<file path="config.mk">
export PLATFORM = sky130hd
export DESIGN_NAME = fetch_stage
export DESIGN_NICKNAME = d
export VERILOG_FILES = /design/src/rtl/fetch_stage.sv
export SDC_FILE = /design/constraint.sdc
export NUM_CORES = 1
export LEC_CHECK = 0
export ABC_AREA = 1
export CORE_AREA = 3 3 103 105
export CTS_BUF_LIST = sky130_fd_sc_hd__clkbuf_16
export DETAILED_ROUTE_END_ITERATION = 8
export DIE_AREA = 0 0 106 108
export GPL_ROUTABILITY_DRIVEN = 0
export PLACE_DENSITY_LB_ADDON = 0.12
export SYNTH_ARGS = -nofsm -noshare
export SYNTH_HDL_FRONTEND = slang
export SYNTH_SLANG_ARGS = --single-unit
</file>
<file path="constraint.sdc">
create_clock -name clk -period 3.3 [get_ports clk]
set_input_delay 0.495 -clock clk [delete_from_list [all_inputs] [get_ports clk]]
set_output_delay 0.495 -clock clk [all_outputs]
set_load 0.01 [all_outputs]
</file>
<file path="src/rtl/fetch_stage.sv">
// fetch_stage: instruction fetch with IF/ID register, wait-state memory handshake and redirects
// Ports: clk/reset (sync, active-high); PCSrc + branch/jump/return targets from decode;
// stall from hazard unit; imem_req/imem_addr/imem_ready/imem_data memory handshake;
// inst_ID/PC_ID/valid_ID IF/ID register; fetch_busy high while a request is outstanding.
module fetch_stage #(
  parameter logic [15:0] RESET_PC = 16'h0000,
  parameter logic [15:0] NOP_INST = 16'h0000
) (
  input  logic        clk,
  input  logic        reset,
  input  logic [1:0]  PCSrc,
  input  logic [15:0] branch_target,
  input  logic [15:0] jump_target,
  input  logic [15:0] return_addr,
  input  logic        stall,
  output logic        imem_req,
  output logic [15:0] imem_addr,
  input  logic        imem_ready,
  input  logic [15:0] imem_data,
  output logic [15:0] inst_ID,
  output logic [15:0] PC_ID,
  output logic        valid_ID,
  output logic        fetch_busy
);
  typedef enum logic [2:0] {IDLE, FETCH, WAIT, DISCARD, HOLD} state_t;
  state_t state, state_nxt;
  logic [15:0] pc, req_addr, hold_word, target, word;
  logic redirect, accept;
  assign redirect = (PCSrc != 2'b00) & ~stall;
  assign target = PCSrc == 2'b01 ? branch_target : PCSrc == 2'b10 ? jump_target : return_addr;
  always_ff @(posedge clk) state <= reset ? IDLE : state_nxt;
  always_comb begin
    state_nxt = state;
    case (state)
      IDLE:    state_nxt = FETCH;
      FETCH:   state_nxt = (stall | imem_ready) ? FETCH : redirect ? DISCARD : WAIT;
      WAIT:    state_nxt = imem_ready ? (stall ? HOLD : FETCH) : redirect ? DISCARD : WAIT;
      DISCARD: state_nxt = imem_ready ? FETCH : DISCARD;
      HOLD:    state_nxt = stall ? HOLD : FETCH;
      default: state_nxt = IDLE;
    endcase
  end
  // Outside FETCH the address comes from req_addr so it stays put across wait states,
  // even after a redirect has already moved pc on to the new target.
  always_comb begin
    imem_req = state == FETCH ? ~stall : (state == WAIT || state == DISCARD);
    imem_addr = state == FETCH ? pc : req_addr;
    fetch_busy = state == WAIT || state == DISCARD;
    word = state == HOLD ? hold_word : imem_data;
    accept = ~stall & ~redirect & (state == HOLD || ((state == FETCH || state == WAIT) && imem_ready));
  end
  always_ff @(posedge clk) begin
    if (reset) begin
      pc <= RESET_PC;
      req_addr <= 16'h0000;
      hold_word <= 16'h0000;
      inst_ID <= NOP_INST;
      PC_ID <= 16'h0000;
      valid_ID <= 1'b0;
    end else begin
      if (redirect) pc <= target;
      else if (accept) pc <= imem_addr + 16'd1;
      if (state == FETCH && !stall) req_addr <= pc;
      if (state == WAIT && imem_ready && stall) hold_word <= imem_data;
      if (accept) begin
        inst_ID <= word;
        PC_ID <= imem_addr + 16'd1;
        valid_ID <= 1'b1;
      end else if (!stall) begin
        inst_ID <= NOP_INST;
        valid_ID <= 1'b0;
      end
    end
  end
endmodule

</file>
Fig. 1: power grid
Scale bar: 20 um. Pins as bars on the die edge.
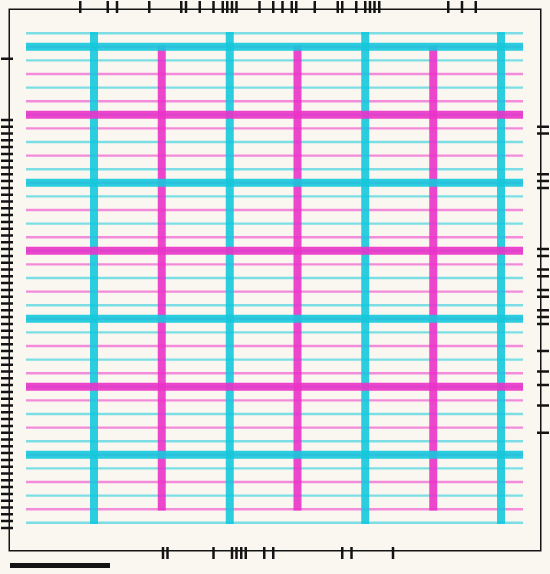
net	colour
VSS	cyan
VDD	magenta
met4 straps	7
rows	36

Fig. 2: metal 3
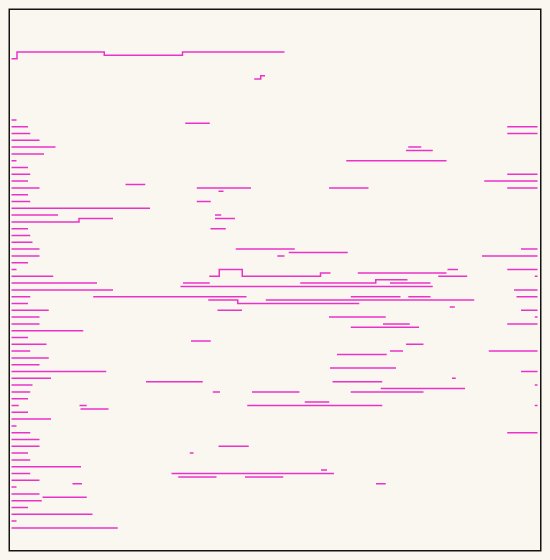
wire length on this layer	1110 um
share of all routed wire	8.5%
main direction	horizontal
longest straight run	50.1 um

==> CHANGELOG.md <==
### Implementation results

- Outcome: complete, no violations
- Vias in the first global route: ~4300
- CTS tree: done
- Max incr delay on CP: 530 ps
- Flop-to-flop setup slack: 750 ps
- Pleak: 0.00229 uW
- Tmin final: 2990 ps
- Final cell count without fillers: 900
- Hold WC Path Type: reg -> reg
- DR vias: 4655
- RSZ-0062 raised after global routing: no
- Cell total in the yosys stat output: 658
- Final Hold Vio Count: 0
- Die X: between 100 and 150 um
- Via/cell ratio: about 5.2
- Port bufs: 120
- First-pass DRT Iterations: 5
- Row cnt: 36
- GRT overflow: 0
- Slew margin rel.: roughly a third
- Average size of a mapped cell: 6.58 um^2
- Synthesized area: 4330 um^2
- Layout area overhead: 36.6%
- Post-Route WL: around 13000 um
- Post-synth net total: 729
- Initial antenna violation count: 0
- Final setup violation count: 0
- Routed WL per cell: ~14 um
- Critical path fanouts, max: 29
- HP Start: hold_word[11]
- Remaining DRCs: 0
- Setup Buffers After CTS: 0
- Chip area: ~11000 um^2
- Hold-fix buffers, CTS: 0
- Crit path kind: reg -> out
- DRT iter0 DRCs: 344
- Setup TNS: 0 ps
- #FFs+latches synth: 84
- Max-slew violations: 0
- Clock Path Buffers: 2
- Top_reg_cell synth: dfxtp_1
- Tool Warnings: 26
- Floorplan utilization: 44.5%
Fig. 3: signal wires on met2
Scale bar: 20 um.
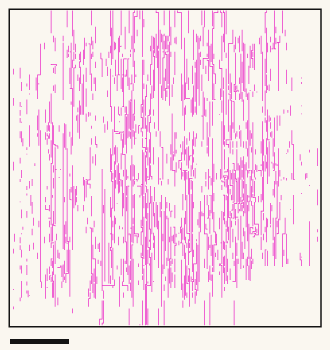
wire length on this layer	5750 um
main direction	vertical
longest straight run	51.7 um
nets with wire on the layer	637
share of all routed wire	44%

-- logic make-up after synthesis --
family | synth area share, %
simple gates | 32.0
compound gates | 19.0
buf+inv | 9.16
flops | 38.8
xor+xnor | 0.405
mux | 0.260
fa+ha+maj | 0.289
-- flip-flops by register name, indices dropped and copies added (netlist names) --
signal	flops
valid_ID	1
inst_ID	16
req_addr	16
PC_ID	16
pc	16
state	3
hold_word	16
-- cells in the mapped netlist (4+ instances only) --
master | instances | area share, %
nand2_1 | 225 | 20
dfxtp_1 | 84 | 39
a21oi_1 | 75 | 8.7
inv_1 | 56 | 4.9
nand3_1 | 45 | 5.2
o21ai_0 | 45 | 5.2
clkbuf_1 | 26 | 2.3
nor2_1 | 20 | 1.7
o211ai_1 | 14 | 2.4
nand2_2 | 10 | 1.4
a31oi_1 | 7 | 1.0
nor2_2 | 6 | 0.87
buf_4 | 4 | 0.69
nand3_2 | 4 | 0.92
nor2_4 | 4 | 1.0
-- worst max-delay path, delay by kind of cell (launching register included) --
kind | cells | cell delay (ps)
buf+inv | 3 | 790
simple gates | 1 | 530
compound gates | 1 | 440
flops | 1 | 390
-- layout make-up --
class | count | area [um^2]
fill | 944 | 3810
multi-input combinational | 478 | 2250
sequential | 84 | 1680
timing repair buffer | 129 | 1260
inverter | 60 | 228
clock buffer | 9 | 225
tap | 133 | 166
clock inverter | 7 | 98.8
-- per-stage QoR --
| stage | setup WS, ps | total power (uW) | utilization (%) | hold WS, ps | area, um^2 |
|---|---|---|---|---|---|
| final | 308 | 2550 | 60.8 | 449 | 5910 |
| after global routing | 15.0 | 2660 | 60.8 | 477 | 5910 |
| after CTS | 312 | 2560 | 60.8 | 452 | 5910 |
| after detailed placement | 680 | 1470 | 57.5 | 443 | 5590 |
| after global placement | 740 | 1470 | 57.5 | 434 | 5590 |
| after floorplan | 1430 | 1290 | - | 421 | 4330 |
-- report_power, final --
group          internal [uW]  switching, uW
Clock                    668            429
Combinational            178            211
Sequential              1040           21.9
-- worst paths after layout --
kind,endpoint,cells after the start
max,imem_addr[15],5
min,hold_word[11],2
min reg2reg,hold_word[11],2
max reg2reg,pc[15],12
-- layer usage --
layer	global-route usage (%)	part of all wire, %	vias up
li1	-	-	2348
met1	32.4	45	2098
met2	34.7	44	188
met3	5.79	8.5	21
met4	9.71	1.9	0
met5	0	0	-
Power and IR drop assume default switching activity.
